[src/rtl/load_store_unit.sv]
// Load/store unit between a CPU pipeline and a word-wide data cache.
// Handles B/H/W loads with sign or zero extension, word stores, and
// read-modify-write for byte and half stores. All outputs are registered.
// Optional build macro: LSU_TIMEOUT_EN adds a 10-bit cache wait watchdog.
module load_store_unit (
  input  logic        clk,
  input  logic        rst_n,
  input  logic        req_i,
  input  logic        st_i,
  input  logic [2:0]  funct3_i,
  input  logic [31:0] addr_i,
  input  logic [31:0] wdata_i,
  output logic [31:0] rdata_o,
  output logic        done_o,
  output logic        busy_o,
  output logic        misalign_o,
  output logic        timeout_o,
  output logic [31:0] c_addr_o,
  output logic [31:0] c_din_o,
  output logic        c_we_o,
  output logic        c_rreq_o,
  input  logic [31:0] c_dout_i,
  input  logic        c_rdy_i
);

  localparam int unsigned DW    = 32;
  localparam int unsigned CNT_W = 10;

  localparam logic [2:0] IDLE    = 3'd0;
  localparam logic [2:0] RD_REQ  = 3'd1;
  localparam logic [2:0] RD_WAIT = 3'd2;
  localparam logic [2:0] WR_REQ  = 3'd3;
  localparam logic [2:0] WR_WAIT = 3'd4;
  localparam logic [2:0] FIN     = 3'd5;

  logic [2:0]    state_q, state_d;
  logic          st_q, st_d;
  logic [2:0]    funct3_q, funct3_d;
  logic [1:0]    addr_lo_q, addr_lo_d;
  logic [DW-1:0] wdata_q, wdata_d;
  logic [DW-1:0] c_addr_q, c_addr_d;
  logic [DW-1:0] c_din_q, c_din_d;
  logic [DW-1:0] rdata_q, rdata_d;
  logic          c_we_q, c_we_d;
  logic          c_rreq_q, c_rreq_d;
  logic          done_q, done_d;
  logic          busy_q, busy_d;
  logic          misalign_q, misalign_d;
  logic          timeout_q, timeout_d;
  logic          misalign_c;
  logic          timeout_hit_c;

  // Select the addressed lane of a cache word and extend it to 32 bits.
  function automatic logic [DW-1:0] load_extract(input logic [DW-1:0] word,
                                                 input logic [1:0]    a,
                                                 input logic [2:0]    f3);
    logic [7:0]  b;
    logic [15:0] h;
    b = 8'(word >> {a, 3'b000});
    h = 16'(word >> {a[1], 4'b0000});
    case (f3)
      3'b000:  load_extract = {{24{b[7]}}, b};
      3'b001:  load_extract = {{16{h[15]}}, h};
      3'b100:  load_extract = {24'd0, b};
      3'b101:  load_extract = {16'd0, h};
      default: load_extract = word;
    endcase
  endfunction

  // Replace the addressed byte or half of a cache word with store data.
  function automatic logic [DW-1:0] store_merge(input logic [DW-1:0] word,
                                                input logic [DW-1:0] wd,
                                                input logic [1:0]    a,
                                                input logic [2:0]    f3);
    logic [DW-1:0] mask;
    logic [DW-1:0] lane;
    if (f3[1:0] == 2'b00) begin
      mask = 32'h0000_00FF << {a, 3'b000};
      lane = 32'(wd[7:0]) << {a, 3'b000};
    end else begin
      mask = 32'h0000_FFFF << {a[1], 4'b0000};
      lane = 32'(wd[15:0]) << {a[1], 4'b0000};
    end
    store_merge = (word & ~mask) | (lane & mask);
  endfunction

  // Alignment check on the incoming request; unsupported width codes count as misaligned.
  always_comb begin
    misalign_c = 1'b1;
    case (funct3_i)
      3'b000, 3'b100: misalign_c = 1'b0;
      3'b001, 3'b101: misalign_c = addr_i[0];
      3'b010:         misalign_c = |addr_i[1:0];
      default:        misalign_c = 1'b1;
    endcase
  end

`ifdef LSU_TIMEOUT_EN
  logic [CNT_W-1:0] cnt_q, cnt_d;

  // Watchdog counts cache wait cycles; restarts in each request state.
  always_comb begin
    cnt_d = cnt_q;
    case (state_q)
      RD_REQ, WR_REQ:   cnt_d = '0;
      RD_WAIT, WR_WAIT: cnt_d = cnt_q + CNT_W'(1);
      default:          cnt_d = cnt_q;
    endcase
  end

  // Watchdog counter register.
  always_ff @(posedge clk or negedge rst_n) begin
    if (!rst_n) cnt_q <= '0;
    else        cnt_q <= cnt_d;
  end

  // Fires on the wait cycle that would bring the count to 1023.
  assign timeout_hit_c = (cnt_q == CNT_W'(1022)) && !c_rdy_i;
`else
  assign timeout_hit_c = 1'b0;
`endif

  // Next-state and registered-output logic.
  always_comb begin
    state_d    = state_q;
    st_d       = st_q;
    funct3_d   = funct3_q;
    addr_lo_d  = addr_lo_q;
    wdata_d    = wdata_q;
    c_addr_d   = c_addr_q;
    c_din_d    = c_din_q;
    rdata_d    = rdata_q;
    misalign_d = 1'b0;
    timeout_d  = 1'b0;
    case (state_q)
      IDLE: begin
        if (req_i) begin
          st_d      = st_i;
          funct3_d  = funct3_i;
          addr_lo_d = addr_i[1:0];
          wdata_d   = wdata_i;
          c_addr_d  = {addr_i[31:2], 2'b00};
          if (misalign_c) begin
            state_d    = FIN;
            misalign_d = 1'b1;
            rdata_d    = '0;
          end else if (st_i && (funct3_i == 3'b010)) begin
            state_d = WR_REQ;
            c_din_d = wdata_i;
          end else begin
            state_d = RD_REQ;
          end
        end
      end
      RD_REQ: state_d = RD_WAIT;
      RD_WAIT: begin
        if (c_rdy_i) begin
          if (st_q) begin
            state_d = WR_REQ;
            c_din_d = store_merge(c_dout_i, wdata_q, addr_lo_q, funct3_q);
          end else begin
            state_d = FIN;
            rdata_d = load_extract(c_dout_i, addr_lo_q, funct3_q);
          end
        end else if (timeout_hit_c) begin
          state_d   = FIN;
          timeout_d = 1'b1;
          rdata_d   = '0;
        end
      end
      WR_REQ: state_d = WR_WAIT;
      WR_WAIT: begin
        if (c_rdy_i) begin
          state_d = FIN;
        end else if (timeout_hit_c) begin
          state_d   = FIN;
          timeout_d = 1'b1;
          rdata_d   = '0;
        end
      end
      FIN:     state_d = IDLE;
      default: state_d = IDLE;
    endcase
    c_rreq_d = (state_d == RD_REQ);
    c_we_d   = (state_d == WR_REQ);
    done_d   = (state_d == FIN);
    busy_d   = (state_d != IDLE);
  end

  // State and output registers.
  always_ff @(posedge clk or negedge rst_n) begin
    if (!rst_n) begin
      state_q    <= IDLE;
      st_q       <= 1'b0;
      funct3_q   <= '0;
      addr_lo_q  <= '0;
      wdata_q    <= '0;
      c_addr_q   <= '0;
      c_din_q    <= '0;
      rdata_q    <= '0;
      c_we_q     <= 1'b0;
      c_rreq_q   <= 1'b0;
      done_q     <= 1'b0;
      busy_q     <= 1'b0;
      misalign_q <= 1'b0;
      timeout_q  <= 1'b0;
    end else begin
      state_q    <= state_d;
      st_q       <= st_d;
      funct3_q   <= funct3_d;
      addr_lo_q  <= addr_lo_d;
      wdata_q    <= wdata_d;
      c_addr_q   <= c_addr_d;
      c_din_q    <= c_din_d;
      rdata_q    <= rdata_d;
      c_we_q     <= c_we_d;
      c_rreq_q   <= c_rreq_d;
      done_q     <= done_d;
      busy_q     <= busy_d;
      misalign_q <= misalign_d;
      timeout_q  <= timeout_d;
    end
  end

  assign rdata_o    = rdata_q;
  assign done_o     = done_q;
  assign busy_o     = busy_q;
  assign misalign_o = misalign_q;
  assign timeout_o  = timeout_q;
  assign c_addr_o   = c_addr_q;
  assign c_din_o    = c_din_q;
  assign c_we_o     = c_we_q;
  assign c_rreq_o   = c_rreq_q;

endmodule
[config.mk]
export PLATFORM = sky130hd
export DESIGN_NAME = load_store_unit
export DESIGN_NICKNAME = d
export VERILOG_FILES = /design/src/rtl/load_store_unit.sv
export SDC_FILE = /design/constraint.sdc
export NUM_CORES = 1
export LEC_CHECK = 0
export CORE_MARGIN = 5
export CORE_UTILIZATION = 41
export CTS_CLUSTER_SIZE = 24
export DETAILED_ROUTE_END_ITERATION = 8
export GPL_TIMING_DRIVEN = 0
export PLACE_DENSITY = 0.78
export SYNTH_ARGS = -nofsm -noshare
export SYNTH_HDL_FRONTEND = slang
export SYNTH_SLANG_ARGS = --single-unit
[constraint.sdc]
create_clock -name clk -period 1.95 [get_ports clk]
set_input_delay 0.4875 -clock clk [delete_from_list [all_inputs] [get_ports clk]]
set_output_delay 0.4875 -clock clk [all_outputs]
set_load 0.1 [all_outputs]
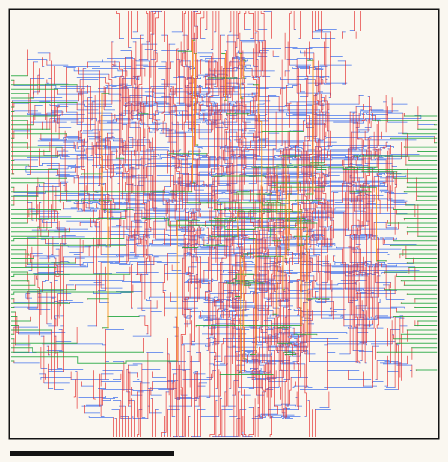
Fig. 1. Metal layers overlaid (run 1).
Scale bar: 50 um.
Key: orange = metal 4 [wire length 633 um]; red = metal 2 [wire length 10500 um]; green = metal 3 [wire length 1990 um]; blue = metal 1 [wire length 8220 um]

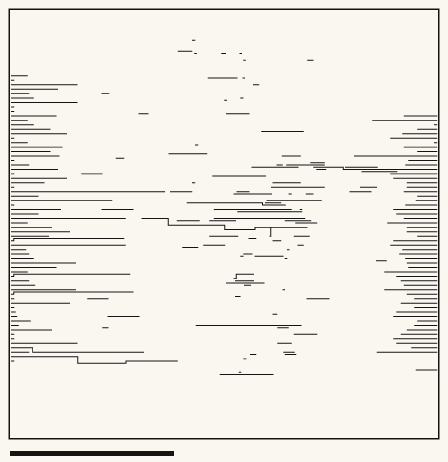
Fig. 2. Signal wires on met3 (run 1).
Scale bar: 50 um.
The layer holds 9.3% of the routed length. 174 nets have wire on it. The longest straight run is 46.7 um.
wirelength, routed: 21.4 mm
vias: 5568
M3 GR Usage: 7.80%

==> results.yml, run 1 <==
# synthesis and place-and-route metrics
final_layout:
  comb_cells: 382
  final_common_cell: "dfrtp_1"
  flops: 124
  nNetsFinal: 901
  diodes: 0
  drive_gt1_share_pct: 39.9
  final_area_um2: 9730
  final_cells: 989
  lay_top_cells: "120 x dfrtp_1, 99 x clkdlybuf4s15_2, 92 x clkdlybuf4s50_1, 60 x mux2_2, 59 x nor2_1"
  fillers: 1048
  sh_comb_area_pct: 32.3
  comb_area_um2: 3140
  buffers: 266
  nClkBuffers: 24
  sh_seq_area_pct: 32.0
critical_path:
  crit_slowest_cell: "dfrtp_2"
  r2r_cells: 7
  start_kind: "register"
  rrSetupSlack_ns: -0.14
  crit_fanout: 7
  end_kind: "register"
  path_class: "reg2reg"
  critPathMaxStageDelay_ns: 0.47
  cp-startpoint: "state_q[1]"
  crit_family: "simple AND/OR/NAND/NOR gates"
  arrival_ns: 2.38
  r2r_end: "c_din_o[20]"
yosys:
  muxShareOfSynthArea_pct: 17.7
  ys_cells: 555
  top_area_share_pct: 52.1
  syn-cell-area_um2: 5960
  ys_seq_share_pct: 52.1
  ys_sh_xor_pct: 0
  ys_ff: 124
  synthFlopType: "dfrtp_1"
  logic_family: "multiplexers"
  syn_inst: 555
  edf_count: 0
  ys_area_um2: 5960
  top_cells_by_count: "124 x dfrtp_1, 60 x mux2_2, 60 x nor2_1, 50 x nand2_1, 34 x o21ai_0"
  top_cells_by_area: "dfrtp_1 52%, mux2_2 11%, o31ai_1 4.0%, nor2_1 3.8%, mux2i_1 3.2%"
  ys_sh_adder_pct: 0
  ys_async_sr_fraction_pct: 100
  yosysMostFrequentCell: "dfrtp_1"
global_route:
  grt_first_pass_wirelength_mm: 31.8
  grt-ovfl-total: 0
  globalRouteTotalUtil_pct: 24.4
  grt_pass1_vias: 5863
timing:
  fin_crit_ns: 2.09
  relSlewSlack_pct: 61.7
  tns_ns: -2.11
  final_hold_viol_count: 0
  rsz0062_at_grt: "yes"
  clock.fmax_ghz: 0.479
  fin_crit_sh_pct: 107
  fin_skew_ns: 0.00579
  setup_viol: 21
  fin_ws_ns: -0.137
  worst_pin_slew_ns: 0.578
clock_network:
  cts_tree: "done"
  cts_made_buffers: 17
  clkSinkCount: 124
  cts_buffer_depth: 2
  root_buffer: "clkbuf_16"
  clk_pin_slew_ns: 0.05
  cts_setup_buffers: 18
run:
  tool_warnings: 29
  max-cap-violations: 0
die:
  die_h_um: 131
  fp-utilization_pct: 41.5
  chipWidth_um: 131
  tapCellCount: 184
drt:
  drc: 0
  routed_via_density: 5.63
  first_iter_violations: 285
  drtPass1Iterations: 5
placement:
  portBuffers: 202
  gp_congestion: 0.922
  dp_hpwl_mm: 15.2
  dp.cells: 944
  dpl_cell_area_um2: 8270
hold_path:
  hold_path.class: "in2async"
outcome:
  violations: "negative setup slack"
  status: "finished with violations"
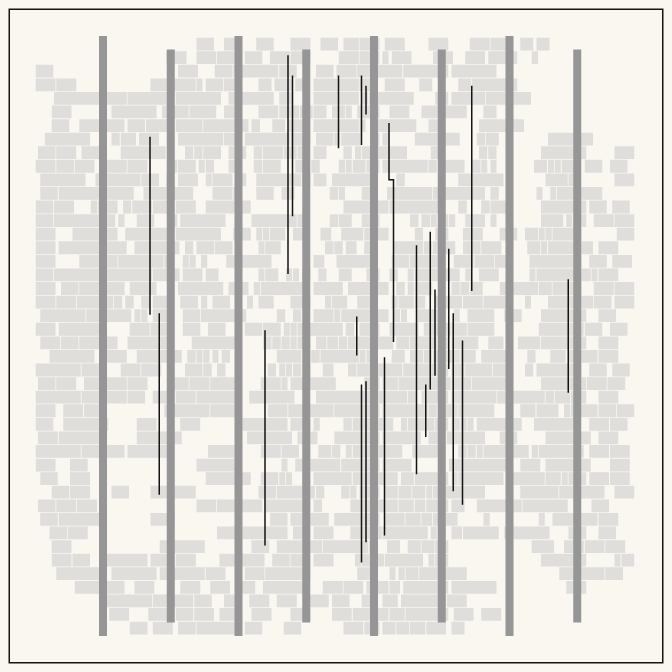
Fig. 3. M4 wires (run 1).
Supply wires on this layer in gray. Cells faint in the background.
The layer carries 633 um of wire. The wires run mostly vertical. The layer holds 3.0% of the routed length. 19 nets have wire on it.

[run 1: metal layers]
layer | vias to the layer above | wire, um | global-route usage, %
met4 | 0 | 632 | 9.20
met3 | 49 | 1990 | 7.80
li1 | 2480 | - | -
met5 | - | 0 | 0
met2 | 253 | 10500 | 39.1
met1 | 2786 | 8220 | 31.0
[run 1: flip-flops by register name, indices dropped and copies added (netlist names)]
register    cells
wdata_q        16
state_q         3
c_din_o        32
addr_lo_q       2
c_we_o          1
funct3_q        3
c_addr_o       30
c_rreq_o        1
misalign_o      1
busy_o          1
done_o          1
rdata_o        32
st_q            1
[run 1: logic make-up (layout without fill, tap and decap cells)]
kind of cell    Yosys count  after routing
compound gates          142            142
other cells               1              3
mux                      94             94
flops                   124            124
buf+inv                  51            299
simple gates            143            143
==> run 2: changes to the inputs <==
Settings changed: SLEW_MARGIN set to 20.
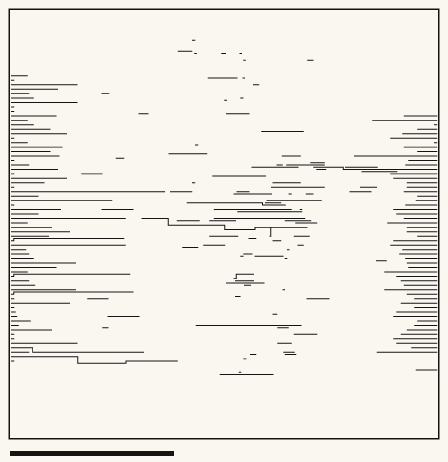
Fig. 4. Signal wires on met3 (run 2).
Scale bar: 50 um.
The layer carries 1990 um of wire. 174 nets have wire on it. The longest straight run is 46.7 um. The wires run mostly horizontal.

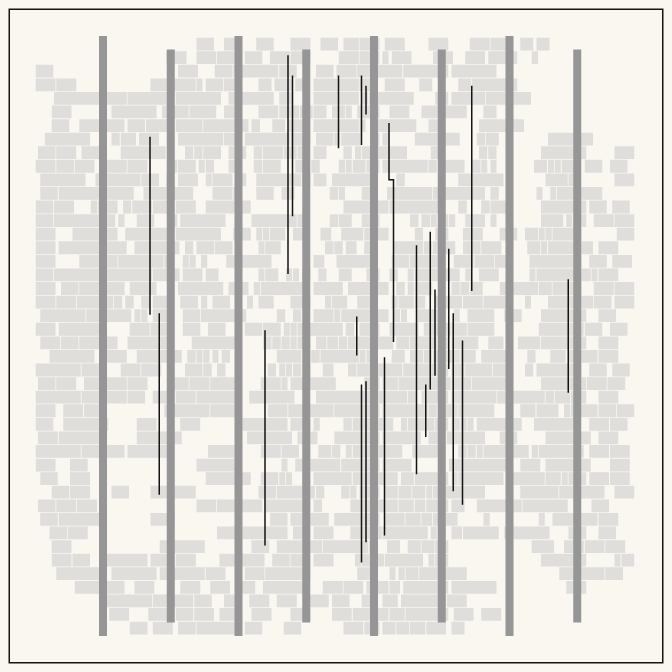
Fig. 5. M4 wires (run 2).
Supply wires on this layer in gray. Cells faint in the background.

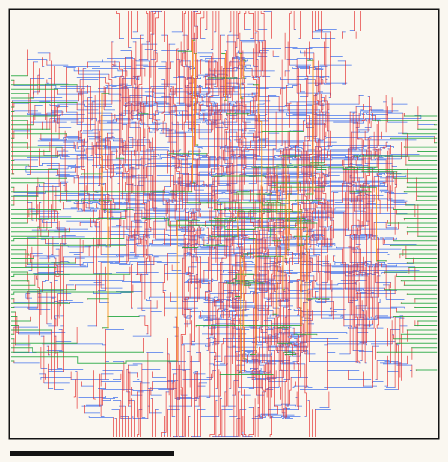
Fig. 6. Metal layers overlaid (run 2).
Scale bar: 50 um.
Key: blue = metal 1 [wire length 8220 um]; red = metal 2 [wire length 10500 um]; green = metal 3 [wire length 1990 um]; orange = metal 4 [wire length 633 um]

==> run 2 against run 1 <==
Effect of this change: the flow still finishes with violations (negative setup slack); area after synthesis is the same; setup slack is the same.
==> results.yml, run 2 <==
# synthesis and place-and-route metrics
outcome:
  status: "finished with violations"
  violations: "negative setup slack"
critical_path:
  path_class: "reg2reg"
  crit_family: "simple AND/OR/NAND/NOR gates"
  crit_slowest_cell: "dfrtp_2"
  r2r_end: "c_din_o[20]"
  rrSetupSlack_ns: -0.14
  arrival_ns: 2.38
  critPathMaxStageDelay_ns: 0.47
  cp-startpoint: "state_q[1]"
  end_kind: "register"
  r2r_cells: 7
  crit_fanout: 7
yosys:
  top_area_share_pct: 52.1
  top_cells_by_area: "dfrtp_1 52%, mux2_2 11%, o31ai_1 4.0%, nor2_1 3.8%, mux2i_1 3.2%"
  logic_family: "multiplexers"
  syn_inst: 555
  synthFlopType: "dfrtp_1"
  top_cells_by_count: "124 x dfrtp_1, 60 x mux2_2, 60 x nor2_1, 50 x nand2_1, 34 x o21ai_0"
  syn-cell-area_um2: 5960
  ys_ff: 124
  ys_area_um2: 5960
  ys_sh_xor_pct: 0
  yosysMostFrequentCell: "dfrtp_1"
  ys_async_sr_fraction_pct: 100
  ys_seq_share_pct: 52.1
  edf_count: 0
  ys_cells: 555
  muxShareOfSynthArea_pct: 17.7
  ys_sh_adder_pct: 0
placement:
  dp.cells: 944
  gp_congestion: 0.922
  dpl_cell_area_um2: 8270
  dp_hpwl_mm: 15.2
global_route:
  grt_pass1_vias: 5863
  globalRouteTotalUtil_pct: 24.4
  grt-ovfl-total: 0
  globalRouteMet2Util_pct: 39.1
  grt_first_pass_wirelength_mm: 31.8
  top_usage_layer: "met2"
final_layout:
  fillers: 1048
  lay_top_cells: "120 x dfrtp_1, 99 x clkdlybuf4s15_2, 92 x clkdlybuf4s50_1, 60 x mux2_2, 59 x nor2_1"
  comb_cells: 382
  nNetsFinal: 901
  drive_gt1_share_pct: 39.9
  sh_seq_area_pct: 32.0
  buffers: 266
  final_cells: 989
  diodes: 0
  flops: 124
  nClkBuffers: 24
  final_area_um2: 9730
  final_common_cell: "dfrtp_1"
  comb_area_um2: 3140
drt:
  drc: 0
  routed_via_density: 5.63
  maxUsedRoutingLayer: "met4"
  wl_met1_mm: 8.22
  drtPass1Iterations: 5
  met2_length_mm: 10.5
  first_iter_violations: 285
  dr_wl_met3_mm: 1.99
  vias: 5568
  wl_mm: 21.4
run:
  max-cap-violations: 0
  tool_warnings: 29
timing:
  fin_crit_ns: 2.09
  final_hold_viol_count: 0
  clock.fmax_ghz: 0.479
  holdWs_ns: 0.0395
  fin_ws_ns: -0.137
  fin_skew_ns: 0.00579
  setup_viol: 21
  fin_crit_sh_pct: 107
  relSlewSlack_pct: 61.7
  tns_ns: -2.11
  rsz0062_at_grt: "yes"
  worst_pin_slew_ns: 0.578
clock_network:
  clkSinkCount: 124
  cts_buffer_depth: 2
  clk_pin_slew_ns: 0.05
  cts_setup_buffers: 18
  cts_tree: "done"
  root_buffer: "clkbuf_16"
  cts_made_buffers: 17
die:
  die_h_um: 131
  tapCellCount: 184
  chipWidth_um: 131
hold_path:
  hold_path.class: "in2async"
-- run 2: cell counts after synthesis --
Identical to the previous run, type by type.
-- run 2: logic make-up (layout without fill, tap and decap cells) --
family | Yosys count | count (layout)
AND/OR/NAND/NOR | 143 | 143
AND-OR/OR-AND | 142 | 142
flip-flops | 124 | 124
multiplexers | 94 | 94
buffers and inverters | 51 | 299
other | 1 | 3
-- run 2: how the worst min path moves through the flow --
stage                     start           end  slack, ns  depth (start not counted)
floorplan                 rst_n  addr_lo_q[0]       0.19                          0
global placement    rdata_o[30]   rdata_o[30]       0.46                          2
detailed placement   rdata_o[3]    rdata_o[3]       0.47                          1
CTS                       rst_n  c_addr_o[11]       0.05                          1
global route              rst_n  c_addr_o[11]       0.08                          1
finish                    rst_n  c_addr_o[11]       0.04                          1
Fig. 7: run 2, placement view
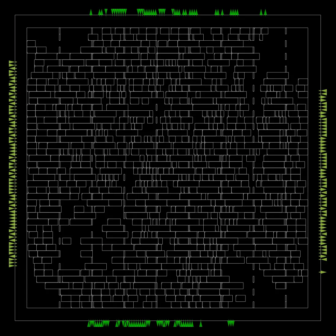

==> run 3: changes to the inputs <==
Settings changed: REMOVE_ABC_BUFFERS set to 1, SETUP_SLACK_MARGIN set to 0.3.
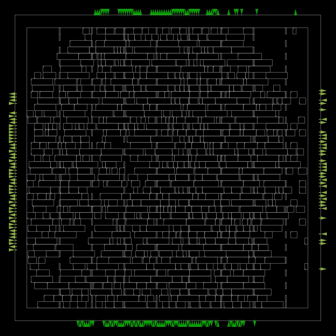
Fig. 8. Placement view (run 3).
Finished Layout Cells: 1019
FFs & Latches: 124
flop share of the area: 29.7%
Finished Core Util: 72.9%
Well Taps: 184

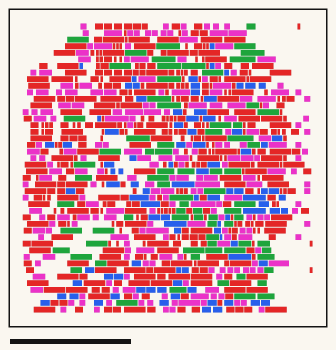
Fig. 9. Sizing map (run 3).
Scale bar: 50 um.
Key: magenta = _3 and _4 cells [cells 225]; red = _0 and _1 cells [cells 438]; green = _6 and larger [cells 76]; blue = _2 cells [cells 93]
Non-clk bufs: 284
Synth-to-Final Area Change: 75.8%

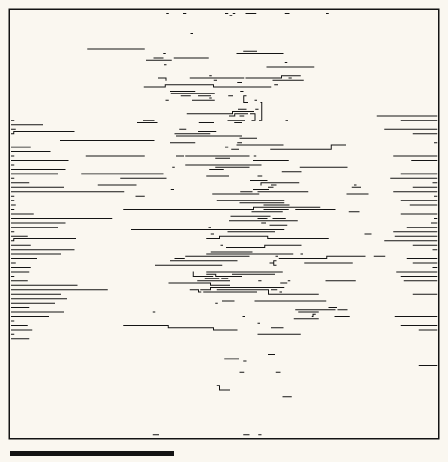
Fig. 10. Signal wires on met3 (run 3).
Scale bar: 50 um.
The wires run mostly horizontal. The layer holds 9.0% of the routed length. The longest straight run is 46.5 um. 193 nets have wire on it. The layer carries 2160 um of wire.
wirelength, routed: 24.1 mm
vias: 5955
M3 GR Usage: 6.95%

==> run 3 against run 2 <==
Effect of this change: worst hold slack worse by 0.020 ns; core utilization is 5.2 points higher; critical endpoint is now c_din_o[22]; via count is 7.0% higher; register-to-register slack better by 0.02 ns; clock skew is 0.0056 ns higher; sequential share of layout area is 2.2 points lower; maximum frequency is 1.7% lower; final area is 7.7% higher; area after synthesis stayed put; routed wire length is 13% higher; die area stayed put; first-iteration DRC count is 88% higher; the run still ends with negative setup slack left.
==> results.yml, run 3 <==
# synthesis and place-and-route metrics
final_layout:
  final_common_cell: "buf_4"
  final_area_um2: 10500
  comb_area_um2: 3560
  seq_area_um2: 3120
  lay_top_cells: "128 x buf_4, 117 x dfrtp_1, 92 x clkdlybuf4s50_1, 58 x nor2_1, 39 x nand2_1"
  drive_gt1_share_pct: 47.4
  fillers: 929
  nNetsFinal: 925
critical_path:
  reg2reg_from: "state_q[2]"
  crit_slowest_cell: "clkdlybuf4s50_1"
  crit_buf_inv: 1
  path_class: "in2reg"
  r2r_end: "c_din_o[22]"
  rrSetupSlack_ns: -0.12
  crit_family: "simple AND/OR/NAND/NOR gates"
  start_kind: "input port"
  arrival_ns: 2.43
  critPathMaxStageDelay_ns: 0.55
  worstSetupEndpoint: "c_din_o[22]"
  crit_fanout: 8
  r2r_cells: 6
  end_kind: "register"
  cp-startpoint: "funct3_i[1]"
yosys:
  syn_inst: 555
  ys_ff: 124
  yosys_warnings: 0
  top_cells_by_area: "dfrtp_1 52%, mux2_2 11%, o31ai_1 4.0%, nor2_1 3.8%, mux2i_1 3.2%"
  ys_seq_share_pct: 52.1
  top_area_share_pct: 52.1
  edf_count: 0
  ys_async_sr_fraction_pct: 100
  synth.avg_cell_area_um2: 10.7
  ys_area_um2: 5960
  synthFlopType: "dfrtp_1"
  ys_cells: 555
  yosysMostFrequentCell: "dfrtp_1"
  syn-cell-area_um2: 5960
  top_cells_by_count: "124 x dfrtp_1, 60 x mux2_2, 60 x nor2_1, 50 x nand2_1, 34 x o21ai_0"
clock_network:
  root_buffer: "clkbuf_16"
  clk_pin_slew_ns: 0.06
  cts_setup_buffers: 41
  cts_made_buffers: 17
  cts_tree: "done"
  clkSinkCount: 124
  cts_buffer_depth: 2
drt:
  wl_met1_mm: 9.17
  drc: 0
  maxUsedRoutingLayer: "met4"
  first_iter_violations: 537
  wl_per_cell_um: 23.7
  routed_via_density: 5.84
  dr_wl_met3_mm: 2.16
  drtPass1Iterations: 5
  met2_length_mm: 11.7
placement:
  dp_slack_ns: -1.52
  gp_congestion: 0.890
  dp.cells: 907
  dpl_cell_area_um2: 8170
  dp_hpwl_mm: 13.3
timing:
  fin_crit_ns: 2.12
  relSlewSlack_pct: 60.9
  fin_ws_ns: -0.174
  tns_ns: -4.07
  holdWs_ns: 0.0194
  rsz0062_at_grt: "yes"
  final_hold_viol_count: 0
  clock.fmax_ghz: 0.471
  fin_skew_ns: 0.0114
  worst_pin_slew_ns: 0.587
  fin_crit_sh_pct: 109
  setup_viol: 33
outcome:
  violations: "negative setup slack"
  status: "finished with violations"
global_route:
  grt-ovfl-total: 0
  grt_first_pass_wirelength_mm: 34.3
  globalRouteTotalUtil_pct: 26.6
  globalRouteMet2Util_pct: 43.1
  grt_pass1_vias: 6035
  top_usage_layer: "met2"
die:
  fp-row-count: 44
  chipWidth_um: 131
  die_h_um: 131
  io_pins: 206
  coreArea_um2: 14400
  fp-utilization_pct: 41.5
run:
  tool_warnings: 27
  max-cap-violations: 0
hold_path:
  hold_path.class: "in2async"
-- run 3: cell counts after synthesis --
No cell type changed its count.
-- run 3: cells by family (layout without fill, tap and decap cells) --
kind of cell / Yosys count / count (layout) / share of synthesized area (%)
other: 1 / 6 / 0.0629
muxes: 94 / 94 / 17.7
AOI/OAI and AO/OA: 142 / 144 / 15.6
DFF: 124 / 124 / 52.1
buffers and inverters: 51 / 321 / 3.74
and+or+nand+nor: 143 / 146 / 10.8
-- run 3: layout make-up --
class                           count  share of cell area (%)
Antenna cell                        3                  0.0717
Clock inverter                      7                   0.860
Sequential cell                   124                    29.7
Timing Repair Buffer              284                    28.2
Timing Repair inverter              1                  0.0717
Inverter                            6                   0.287
Multi-Input combinational cell    387                    34.0
Tap cell                          184                    2.20
Clock buffer                       23                    4.56
